`config.mk`:
```
export PLATFORM = sky130hd
export DESIGN_NAME = fb_write_arbiter
export DESIGN_NICKNAME = d
export VERILOG_FILES = /design/src/rtl/fb_pkg.sv /design/src/rtl/rr_arb2.sv /design/src/rtl/fb_write_arbiter.sv
export SDC_FILE = /design/constraint.sdc
export NUM_CORES = 1
export LEC_CHECK = 0
export ABC_AREA = 1
export CORE_MARGIN = 4
export CORE_UTILIZATION = 48
export DETAILED_ROUTE_END_ITERATION = 6
export MAX_ROUTING_LAYER = met4
export PLACE_DENSITY = 0.9
export SYNTH_ARGS = -nofsm -noshare
export SYNTH_HDL_FRONTEND = slang
export SYNTH_HIERARCHICAL = 1
export SYNTH_SLANG_ARGS = --single-unit
export TNS_END_PERCENT = 5
```
`constraint.sdc`:
```
create_clock -name clk -period 4.36 [get_ports clk]
set_clock_uncertainty 0.05 [all_clocks]
set_input_delay 0.654 -clock clk [delete_from_list [all_inputs] [get_ports clk]]
set_output_delay 0.654 -clock clk [all_outputs]
set_load 0.01 [all_outputs]
```
`src/rtl/fb_pkg.sv`:
```
// ============================================================================
// Module      : fb_pkg
// Description : Shared widths and state encoding for the framebuffer write path.
// Revision    : 1.0 - initial release
// ============================================================================
`default_nettype none

package fb_pkg;

  localparam int FB_ADDR_W = 16;
  localparam int FB_DATA_W = 8;

  typedef enum logic [0:0] {
    IDLE  = 1'b0,
    CLEAR = 1'b1
  } fb_arb_state_t;

endpackage

`default_nettype wire

```
`src/rtl/rr_arb2.sv`:
```
// ============================================================================
// Module      : rr_arb2
// Description : Two-way round-robin arbiter; on a tie the requester not
//               granted most recently wins.
// Revision    : 1.0 - initial release
// ============================================================================
`default_nettype none

module rr_arb2 (
  input  logic       clk,
  input  logic       rst_n,
  input  logic [1:0] req,
  input  logic       en,
  input  logic       upd,
  output logic [1:0] gnt
);

  logic r_last;

  always_ff @(posedge clk) begin
    if (!rst_n) begin
      r_last <= 1'b1;
    end else if (upd && en && (gnt != 2'b00)) begin
      r_last <= gnt[1];
    end
  end

  always_comb begin
    gnt = 2'b00;
    if (en) begin
      case (req)
        2'b01:   gnt = 2'b01;
        2'b10:   gnt = 2'b10;
        2'b11:   gnt = r_last ? 2'b01 : 2'b10;
        default: gnt = 2'b00;
      endcase
    end
  end

endmodule

`default_nettype wire

```
`src/rtl/fb_write_arbiter.sv`:
```
// ============================================================================
// Module      : fb_write_arbiter
// Description : Shares the framebuffer write port between two requesters and
//               a range-clear sequencer. Define FB_VBLANK_ONLY_EN to restrict
//               writes to vertical blanking.
// Revision    : 1.0 - initial release
// ============================================================================
`default_nettype none

module fb_write_arbiter
  import fb_pkg::*;
#(
  parameter int          ADDR_W     = FB_ADDR_W,
  parameter int          DATA_W     = FB_DATA_W,
  parameter int unsigned CLEAR_LAST = 16'hFFFF
) (
  input  logic              clk,
  input  logic              rst_n,
  input  logic              req0_valid,
  input  logic [ADDR_W-1:0] req0_addr,
  input  logic [DATA_W-1:0] req0_data,
  output logic              req0_ready,
  input  logic              req1_valid,
  input  logic [ADDR_W-1:0] req1_addr,
  input  logic [DATA_W-1:0] req1_data,
  output logic              req1_ready,
  input  logic              clear_start,
  input  logic [DATA_W-1:0] clear_value,
  output logic              clear_busy,
  input  logic              vblank,
  output logic              fb_we,
  output logic [ADDR_W-1:0] fb_addr,
  output logic [DATA_W-1:0] fb_data
);

  localparam logic [ADDR_W-1:0] c_clear_last = CLEAR_LAST[ADDR_W-1:0];

  fb_arb_state_t     r_state;
  fb_arb_state_t     w_state_nxt;
  logic [ADDR_W-1:0] r_cnt;
  logic [DATA_W-1:0] r_clear_val;
  logic              r_fb_we;
  logic [ADDR_W-1:0] r_fb_addr;
  logic [DATA_W-1:0] r_fb_data;
  logic              w_elig;
  logic              w_arb_en;
  logic [1:0]        w_gnt;
  logic              w_clear_wr;

`ifdef FB_VBLANK_ONLY_EN
  assign w_elig = vblank;
`else
  logic w_unused_vblank;
  assign w_unused_vblank = vblank;
  assign w_elig          = 1'b1;
`endif

  // Gating with rst_n keeps both grants low while reset is held.
  assign w_arb_en   = rst_n && (r_state == IDLE) && w_elig;
  assign w_clear_wr = (r_state == CLEAR) && w_elig;

  rr_arb2 u_rr_arb2 (
    .clk   (clk),
    .rst_n (rst_n),
    .req   ({req1_valid, req0_valid}),
    .en    (w_arb_en),
    .upd   (1'b1),
    .gnt   (w_gnt)
  );

  assign req0_ready = w_gnt[0];
  assign req1_ready = w_gnt[1];
  assign clear_busy = (r_state == CLEAR);

  always_comb begin
    w_state_nxt = r_state;
    case (r_state)
      IDLE:    if (clear_start) w_state_nxt = CLEAR;
      CLEAR:   if (w_clear_wr && (r_cnt == c_clear_last)) w_state_nxt = IDLE;
      default: w_state_nxt = IDLE;
    endcase
  end

  always_ff @(posedge clk) begin
    if (!rst_n) begin
      r_state     <= IDLE;
      r_cnt       <= '0;
      r_clear_val <= '0;
    end else begin
      r_state <= w_state_nxt;
      if ((r_state == IDLE) && clear_start) begin
        r_clear_val <= clear_value;
        r_cnt       <= '0;
      end else if (w_clear_wr) begin
        r_cnt <= r_cnt + 1'b1;
      end
    end
  end

  // Address and data hold their last value whenever no write is issued.
  always_ff @(posedge clk) begin
    if (!rst_n) begin
      r_fb_we   <= 1'b0;
      r_fb_addr <= '0;
      r_fb_data <= '0;
    end else begin
      r_fb_we <= 1'b0;
      if (w_gnt[0]) begin
        r_fb_we   <= 1'b1;
        r_fb_addr <= req0_addr;
        r_fb_data <= req0_data;
      end else if (w_gnt[1]) begin
        r_fb_we   <= 1'b1;
        r_fb_addr <= req1_addr;
        r_fb_data <= req1_data;
      end else if (w_clear_wr) begin
        r_fb_we   <= 1'b1;
        r_fb_addr <= r_cnt;
        r_fb_data <= r_clear_val;
      end
    end
  end

  assign fb_we   = r_fb_we;
  assign fb_addr = r_fb_addr;
  assign fb_data = r_fb_data;

endmodule

`default_nettype wire

```
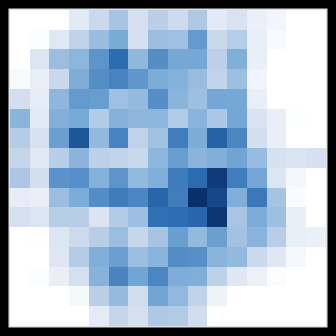
*Wire density map, run 1*
16 x 16 tiles, from white (low) to dark blue (high), scaled to the fullest tile. Values are wire area over tile area, all layers added.
21% of the tiles are nearly empty. The densest ninth of the die: center. 21% of the tiles are over half the peak. The mean over all tiles is 0.19. The fullest tile reaches 0.62.

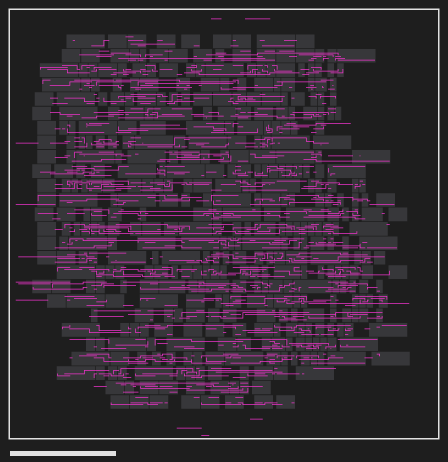
*Signal wires on met1, run 1*
Bar = 20 um. Cells faint in the background.
The wires run mostly horizontal. The layer carries 3130 um of wire. 449 nets have wire on it.

==> summary.txt, run 1 <==
This note records the results obtained with Yosys and OpenROAD.

Clock network
The H-tree depth is 2. The TritonCTS clock tree is yes. The clock insertion delay at the later pin of the skew report is ~0.30 ns.

The CTS report gives the tree buffer count as 5. The deepest clock path buffer count is 2. Post-CTS repair ended up resizing 0 cells. The root buffer cell chosen for the clock tree is clkbuf_8. Counting every sink on the clock net gives roughly 51. On the reported timing paths, the clock transition at the registers reads 0.09 ns. The report puts the hold buffer count at CTS at 0.

Floorplan
The horizontal die dimension reported for this design is ~81 um. The placeable core region is 0.005107 mm2. The die area is 0.006513 mm2. The initial utilization of the core area, before any placement, comes to 0.4968. The number of placed I/O pins is ~90. The die is just over 80 um tall. Row generation in the floorplan step produced 26 rows.

Setup path
The data required time reported for the critical path is between 4 and 5 ns. Per the timing report, the biggest fanout along the worst path comes to 34. The setup path with the least slack is of type primary input to flop. The slowest stage of the critical path belongs to the cell inv_2. Among the stages of the critical path, the cell type that occurs most often is nor2_1. According to the timing report, the arrival time at the worst endpoint equals 3.31 ns. The kind of start point of the critical path is a primary input.

The largest incremental delay on the critical path is 0.46 ns. The signal on the critical path passes through clkdlybuf4s50_1, inv_1, nor2_1, inv_1, nor2_1, buf_4, inv_2, nand3_4, inv_2, nor2_1, o211ai_1, nand2_1. The endpoint class of the critical path is a flop.

Power
The analysis reports a worst IR drop on VDD of 187.2 uV. After layout, the design draws a total of 1.064 mW. In this run the static leakage power is 1.404 nW.

Global routing
The number of antenna violations at the first check in global routing is 0. The residual overflow from global routing is 0. The number of global-route vias before repair is about 2600.

Entering global routing, the biggest net connects 35 pins.

Route
The wire length recorded after detailed routing is ~7600 um. The first routing iteration left 271 violations. The routed via count is ~2700. Per the detail_route report, DRC violations left total 0. After detailed routing, the number of vias per cell comes to 5.419. The number of nets with antenna violations after detailed routing is 0.

Outcome
The flow ran to the end, and the final reports show no timing, DRC or antenna violations.

Timing
For the finished layout, the period the worst path requires is 3.170 ns. The count of endpoints failing setup in the final report is 0. For reference, the final report shows the max-slew violation count at 0.

Hold-check failures listed in the final report amount to 0. In the finished design, the share of the clock period the worst path needs comes to 0.7271. Setup repair after global routing left no endpoint under its margin. The final total negative setup slack is 0 ns. Headroom to the max-slew limit came out at 0.5982. The measured slew at the worst slew-check pin is 0.6018 ns. Static timing analysis puts the maximum clock frequency at 0.3154 GHz.

Logic synthesis
The cell count after synthesis came out at 351. The total of warnings raised by yosys is 6. When the netlist entered floorplanning its net count stood at around 410. Post-synthesis, Yosys gives the total cell area as 0.002537 mm2.

Counting distinct cell types in the post-synthesis netlist gives 30. The flip-flop and latch count after synthesis is 51. The cell count in the Yosys report is around 350. The average instance area after synthesis is between 7 and 8 um2. The cell area that synthesis handed to floorplanning was approximately 0.0025 mm2. For this run, the register share of the synthesized area comes to 0.4024.

Flow run
The tool warning count is 27. Per the run summary, max-cap violations total 0.

Placed design
Per the gpl log, the routability congestion estimate is slightly below 0.9. After legalization and detailed placement, the total HPWL measured ~5500 um. In this run the tool buffered the top-level ports with 88 buffer cells.

Min path
The type recorded for the worst min-delay path is flop to flop.

Final layout
The most common cell after layout, fill and taps aside is clkdlybuf4s50_1. The finished design was reported to have a net count of 496. The filler cells instantiated in the layout total 428. Between the synthesized netlist and the finished layout, the area growth was recorded as 39.79%. Summing all flip-flop and latch instances after layout gives 0.001021 mm2.

In the final layout, the share of cells above drive strength 1 is 0.09007. The antenna diode instance count is 0.
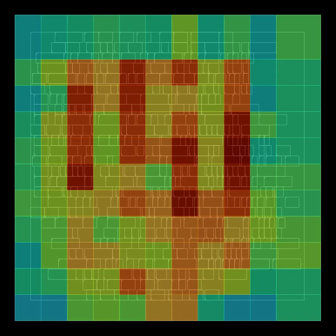
*Track usage over the die, run 1*
total routing usage reported by global routing: 0.2405
met1 track demand over resource in global routing: 0.2882
GR Layer Usage met2: 0.4089
Most Crowded Layer GR: met2

run 1: flip-flops by register name (all words and copies together) (netlist names):
name              count
clear_busy            1
fb_addr              16
fb_data               8
fb_we                 1
r_clear_val           8
r_cnt                16
u_rr_arb2/r_last      1
run 1: synthesized netlist by cell type (all sizes together):
| library cell | n | area, um2 |
|---|---|---|
| clkbuf | 8 | 30.03 |
| buf | 8 | 38.78 |
| and3 | 1 | 6.260 |
| nor2 | 41 | 204.0 |
| nand2 | 57 | 229.0 |
| o21ai | 39 | 195.2 |
| conb | 1 | 3.750 |
| nand4 | 2 | 12.51 |
| a21oi | 59 | 299.0 |
| nor3 | 5 | 35.03 |
| nand3b | 1 | 7.510 |
| or2 | 12 | 75.08 |
| dfxtp | 51 | 1021 |
| inv | 30 | 117.6 |
| o211ai | 23 | 172.7 |
| nand3 | 12 | 77.58 |
| ha | 1 | 12.51 |
run 1: cells by family after synthesis:
kind of cell / after synthesis / synth area share
other: 1 / 0.001478
adders and majority gates: 1 / 0.004930
and+or+nand+nor: 131 / 0.2549
buffers and inverters: 46 / 0.07347
DFF: 51 / 0.4024
AOI/OAI and AO/OA: 121 / 0.2628
run 1: worst paths after layout:
kind | startpoint | endpoint | slack, ns | depth (start not counted)
hold reg to reg | r_clear_val[7] | r_clear_val[7] | 0.41 | 2
setup reg to reg | clear_busy | fb_addr[8] | 1.59 | 10
setup / recovery | rst_n | fb_addr[8] | 1.19 | 12
hold / removal | r_clear_val[7] | r_clear_val[7] | 0.41 | 2
run 1: stage by stage:
| step | util | hold WS [ns] | area, um2 | instances | worst slack, ns |
|---|---|---|---|---|---|
| final | 0.6945 | 0.4097 | 3547 | 503 | 1.190 |
| after global routing | 0.6945 | 0.4357 | 3547 | 503 | 0.9850 |
| after CTS | 0.6945 | 0.4135 | 3547 | 503 | 1.238 |
| after detailed placement | 0.6774 | 0.3997 | 3460 | 496 | 0.9191 |
| after global placement | 0.6774 | 0.3912 | 3460 | 496 | 0.9462 |
| after floorplan | - | 0.3783 | 2537 | 351 | 2.256 |
run 1: critical path: cells and delay by family:
family | cells | cell delay (ns)
and+or+nand+nor | 5 | 0.70
buffers and inverters | 6 | 1.79
AOI/OAI and AO/OA | 1 | 0.15
run 1: routing by layer:
layer,global-route usage,up-vias,routed length (um)
met3,0.04821,13,467
li1,-,1351,-
met5,-,-,0
met2,0.4089,114,3803
met1,0.2882,1248,3134
met4,0.06926,0,146
run 1: power breakdown:
| part | leakage (nW) | internal, mW | switching (mW) | total [mW] |
|---|---|---|---|---|
| Sequential | 0.419 | 0.501 | 0.0188 | 0.520 |
| Combinational | 0.938 | 0.139 | 0.130 | 0.269 |
| Clock | 0.0470 | 0.125 | 0.151 | 0.275 |
| Total | 1.40 | 0.765 | 0.299 | 1.06 |
run 1: layout make-up:
type,instances,share of cell area
clock buffers,6,0.02328
clock inverters,1,0.001411
inverters,30,0.03316
multi-input cells,254,0.3750
flip-flops and latches,51,0.2878
well taps,70,0.02469
repair buffers,91,0.2547
### Wiring by layer, run 1

Bar = 20 um. Only two layers are drawn.
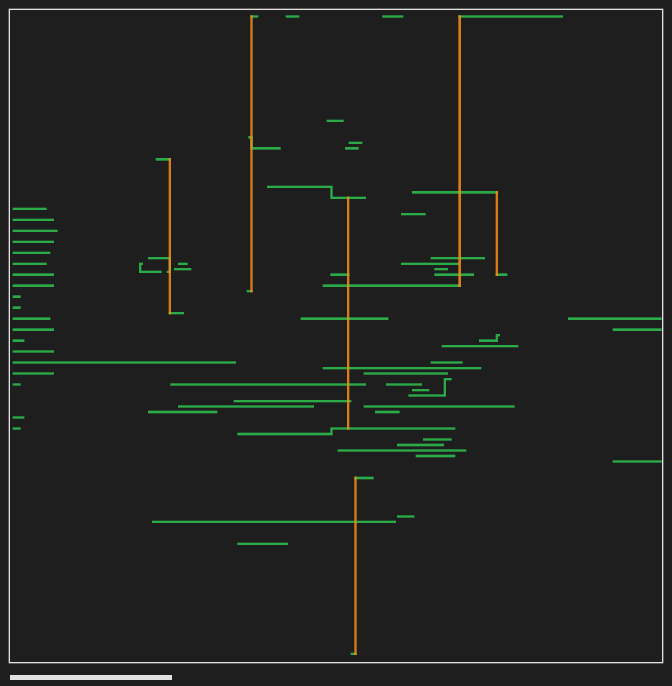

==> inputs of run 2 (changes only) <==
--- a/config.mk
+++ b/config.mk
@@ -7,10 +7,10 @@
 export LEC_CHECK = 0
 export ABC_AREA = 1
 export CORE_MARGIN = 4
-export CORE_UTILIZATION = 48
+export CORE_UTILIZATION = 41
 export DETAILED_ROUTE_END_ITERATION = 6
 export MAX_ROUTING_LAYER = met4
-export PLACE_DENSITY = 0.9
+export PLACE_DENSITY = 0.82
 export SYNTH_ARGS = -nofsm -noshare
 export SYNTH_HDL_FRONTEND = slang
 export SYNTH_HIERARCHICAL = 1
==> constraint.sdc (replaced) <==
create_clock -name clk -period 2.7 [get_ports clk]
set_clock_uncertainty 0.05 [all_clocks]
set_input_delay 0.405 -clock clk [delete_from_list [all_inputs] [get_ports clk]]
set_output_delay 0.405 -clock clk [all_outputs]
set_load 0.01 [all_outputs]
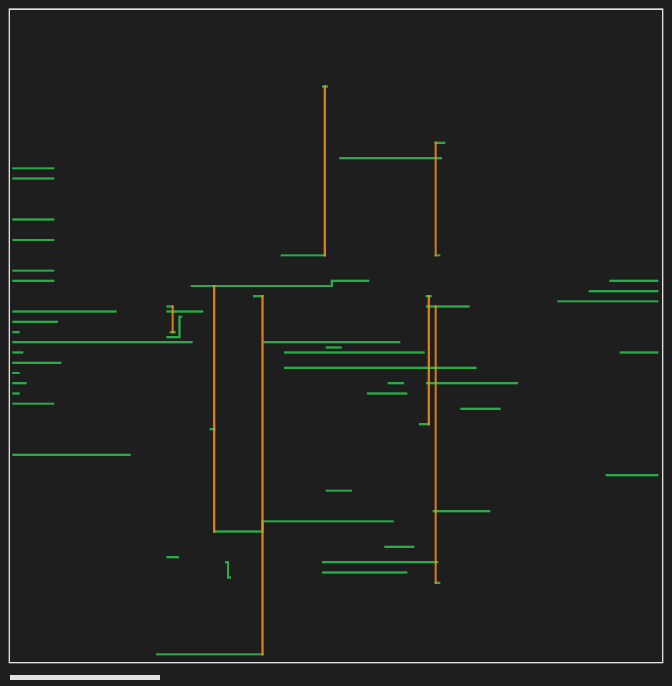
*Wiring by layer, run 2*
Bar = 20 um. Only two layers are drawn.
Key: green = met3 [wire length 381 um]; orange = met4 [wire length 175 um]

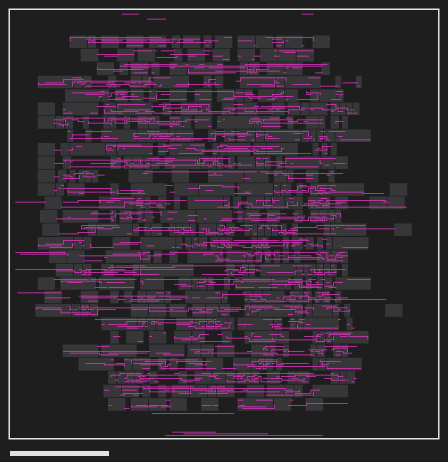
*Signal wires on met1, run 2*
Bar = 20 um. Cells faint in the background.
The longest straight run is 40.9 um. The wires run mostly horizontal. The layer carries 3440 um of wire.

==> run 2 against run 1 <==
- flip-flop count unchanged
- combinational power increased by 67%
- largest cell class unchanged
- core utilization decreased by 8.4 points
- sequential share of layout area decreased by 0.70 points
- clock power increased by 100%
==> summary.txt, run 2 <==
This note records the results obtained with Yosys and OpenROAD.

Outcome
Result of the run: finished clean (unchanged).

Timing
Unrepaired setup endpoints after global routing: false (unchanged). The post-layout worst setup margin came to 0.2914 ns (was 1.190 ns). The highest achievable clock rate is 0.4152 GHz. The number of failing hold endpoints at the final stage came to 0 (unchanged).

The final clock period utilization by the worst path is 0.8921. The final critical delay including setup and external delays is about 2.4 ns. The count of endpoints failing setup in the final report was 0 (unchanged).

The final total negative setup slack came to 0 ns (unchanged).

Setup path
Critical path, cell by cell: clkdlybuf4s50_1, inv_1, nor2_1, inv_1, nor2_1, clkdlybuf4s50_1 (was clkdlybuf4s50_1, inv_1, nor2_1, inv_1, nor2_1, buf_4, inv_2, nand3_4, inv_2, nor2_1, o211ai_1, nand2_1). The biggest fanout along the worst timing path came to 3 (was 34). The kind of start point of the critical path is a primary input (unchanged).

The slowest stage cell on the critical path is clkdlybuf4s50_1 (was inv_2). The largest incremental delay on the critical path is 0.59 ns (was 0.46 ns). The critical path start-end classification is primary input to output port (was primary input to flop). The endpoint class of the critical path is an output port (was flop). The arrival time at the worst endpoint is 1.95 ns (was 3.31 ns). The endpoint required time on the critical path is 2.25 ns (was 4.50 ns).

Route
The routed wirelength normalized by instance count is 15.15 um (was 15.01 um). The remaining routing DRC violations is 0 (unchanged). The via density per instance came to 5.300 (was 5.419). The routed via count came to 2735 (was 2726). The post-detailed-routing wire length was 7815 um (was 7551 um).

The count of routing violations after the opening detailed-route iteration is 220 (was 271). The number of nets with antenna violations after detailed routing came to 0 (unchanged).

Logic synthesis
The cell count in the Yosys report is 351 (unchanged). The complex-gate fraction of the synthesized area is 0.2628 (unchanged). The post-synthesis adder-cell area fraction is 0.004931 (unchanged). The synthesis area per yosys was 0.002537 mm2 (unchanged).

The flip-flop and latch count after synthesis is 51 (unchanged). The synthesized netlist net count was 414 (unchanged). The dominant cell by count in the synthesized netlist was a21oi_1 (unchanged).

The average instance area after synthesis is 7.229 um2 (unchanged). The total of warnings raised by yosys was 6 (unchanged). The largest combinational cell category by area is AND-OR/OR-AND gates (unchanged). Main area contributors: dfxtp_1 40%, a21oi_1 11%, nand2_1 8.1%, o21ai_0 7.5%, o211ai_1 6.8% (unchanged). The share of the synthesized area in the top cell type is 0.4024 (unchanged). The synthesized netlist cell count is 351 (unchanged). Most instantiated cells after synthesis: 58 x a21oi_1, 55 x nand2_1, 51 x dfxtp_1 (unchanged). The number of synthesized flops with an enable pin is 0 (unchanged).

The fraction of the yosys area taken by sequential cells is 0.4024 (unchanged). The primary flip-flop cell chosen by synthesis mapping is dfxtp_1 (unchanged). The largest area contributor in the synthesized netlist is dfxtp_1 (unchanged). The proportion of register bits with asynchronous set or reset after synthesis is 0 (unchanged). The mux contribution to synthesized area came to 0 (unchanged).

The summed instance area of the synthesized netlist is 0.002537 mm2 (unchanged). The area share of and/or/nand/nor cells after synthesis is 0.2549 (unchanged).

Placed design
The worst-case setup slack after placement is 0.2732 ns (was 0.9191 ns). The placed wire-length estimate after detailed placement is 5864 um (was 5540 um). The cell area after placement is 0.003518 mm2 (was 0.003460 mm2).

The weighted congestion reported at the end of routability-driven placement came to 0.9683 (was 0.8874). The count of input and output buffers is 88 (unchanged).

Floorplan
The placeable core region is 0.005956 mm2 (was 0.005107 mm2). The number of placement rows is 28 (was 26). The vertical die dimension is 86.67 um (was 80.71 um).

The horizontal die dimension is 86.67 um (was 80.71 um). The die area is 0.007512 mm2 (was 0.006513 mm2). The number of placed I/O pins was 90 (unchanged).

Global routing
The first-pass GRT wire length is 12460 um (was 11830 um). The number of antenna violations at the first check in global routing is 0 (unchanged). The overall fraction of global-route tracks in use is 0.2169 (was 0.2405). The pin count of the biggest net entering global routing is 34 (was 35). The residual overflow from global routing is 0 (unchanged).

Clock network
The TritonCTS clock tree is yes (unchanged). The number of clock sinks was 51 (unchanged). The cell resize tally after clock tree synthesis is 0 (unchanged). The number of clock buffers inserted by TritonCTS is 5 (unchanged).

The clock slew seen by the registers of the worst setup and hold paths is 0.09 ns (about the same). The count of hold-fix buffers inserted at cts is 0 (unchanged). The deepest clock path buffer count is 2 (unchanged). The clock insertion delay at the later pin of the skew report came to 0.31 ns (was 0.30 ns). The clock root buffer is clkbuf_8 (unchanged).

Final layout
The cell area after layout is 0.003636 mm2 (was 0.003547 mm2). The area growth from synthesis to final layout is 43.29% (was 39.79%). The antenna diode instance count came to 0 (unchanged). The final layout net count is 503 (was 496). The fraction of layout cells with a size suffix above 1 is 0.1066 (was 0.09007). The most common cell after layout, fill and taps aside is clkdlybuf4s50_1 (unchanged).

Power
The sequential cell fraction of total power is 0.454 (was 0.489). The total leakage power is 1.451 nW (was 1.404 nW). The total power consumption of the routed design is 1.845 mW (was 1.064 mW). The cell-internal power is 1.344 mW (was 0.7648 mW). The maximum ir drop on the vdd rail is 328.5 uV (was 187.2 uV). The net switching power is 0.5015 mW (was 0.2989 mW). The part of the total power dissipated in combinational logic is 0.244 (was 0.252). The switching power as a share of total power came to 0.2718 (was 0.2810). The share of power burned in the clock network is 0.303 (was 0.259).

Flow run
The max-capacitance violation count is 0 (unchanged). The tool warning count is 27 (unchanged).

Min path
The worst min-delay path category is flop to flop (unchanged).
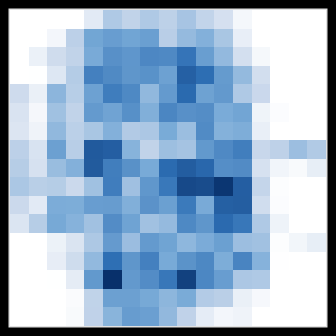
*Wire density map, run 2*
17 x 17 tiles, from white (low) to dark blue (high), scaled to the fullest tile. Values are wire area over tile area, all layers added.
The densest ninth of the die: center. 32% of the tiles are over half the peak. The fullest tile reaches 0.50. 23% of the tiles are nearly empty. The emptiest ninth of the die: north-east. The mean over all tiles is 0.17.

## run 2: netlist changes by cell type in the layout (fill, tap and decap cells not counted)
cell and change:
buf_4 +7, bufinv_16 +1
## run 2: final timing paths
check                    from              to  slack [ns]  depth (start not counted)
max                     rst_n      req1_ready        0.29                          6
min            r_clear_val[7]  r_clear_val[7]        0.43                          2
max reg2reg  u_rr_arb2/r_last      fb_addr[8]        0.93                         10
min reg2reg    r_clear_val[7]  r_clear_val[7]        0.43                          2
## run 2: through the flow
| stage | util | hold slack (ns) | instances |
|---|---|---|---|
| 3_5_place_dp | 0.5908 | 0.4093 | 508 |
| 5_1_grt | 0.6105 | 0.4541 | 516 |
| 4_1_cts | 0.6105 | 0.4242 | 516 |
| 3_3_place_gp | 0.5908 | 0.3883 | 508 |
| 2_1_floorplan | - | 0.3783 | 351 |
| 6_report | 0.6105 | 0.4261 | 516 |
## run 2: metal layers
| metal | vias up | global-route usage | routed length (um) |
|---|---|---|---|
| met1 | 1267 | 0.2775 | 3441 |
| met4 | 0 | 0.07507 | 174 |
| met2 | 83 | 0.3477 | 3818 |
| met5 | - | - | 0 |
| met3 | 15 | 0.03517 | 380 |
| li1 | 1370 | - | - |
## run 2: kinds of logic (layout without fill, tap and decap cells)
group,Yosys count,count (layout)
adders and majority gates,1,1
AOI/OAI and AO/OA,121,121
other,1,1
and+or+nand+nor,131,131
DFF,51,51
buffers and inverters,46,136
## run 2: power groups by stage
| stage | registers (mW) | logic, mW | clock network [mW] |
|---|---|---|---|
| 6_report | 0.837 | 0.450 | 0.559 |
| 3_3_place_gp | 0.851 | 0.442 | 0 |
| 4_1_cts | 0.837 | 0.452 | 0.561 |
| 3_5_place_dp | 0.853 | 0.450 | 0 |
| 5_1_grt | 0.845 | 0.492 | 0.587 |
| 2_1_floorplan | 0.873 | 0.183 | 0 |
## run 2: final cells by class
class	count	area [um2]
Clock buffer	6	82.58
Clock inverter	2	35.03
Fill cell	551	2320
Inverter	30	117.6
Multi-Input combinational cell	254	1330
Sequential cell	51	1021
Tap cell	75	93.84
Timing Repair Buffer	98	955.9
## run 2: worst max-delay path: cells and delay by family
family	cells	cell delay [ns]
simple gates	2	0.35
buf+inv	4	1.20
Power is estimated from default activity; no workload was simulated.
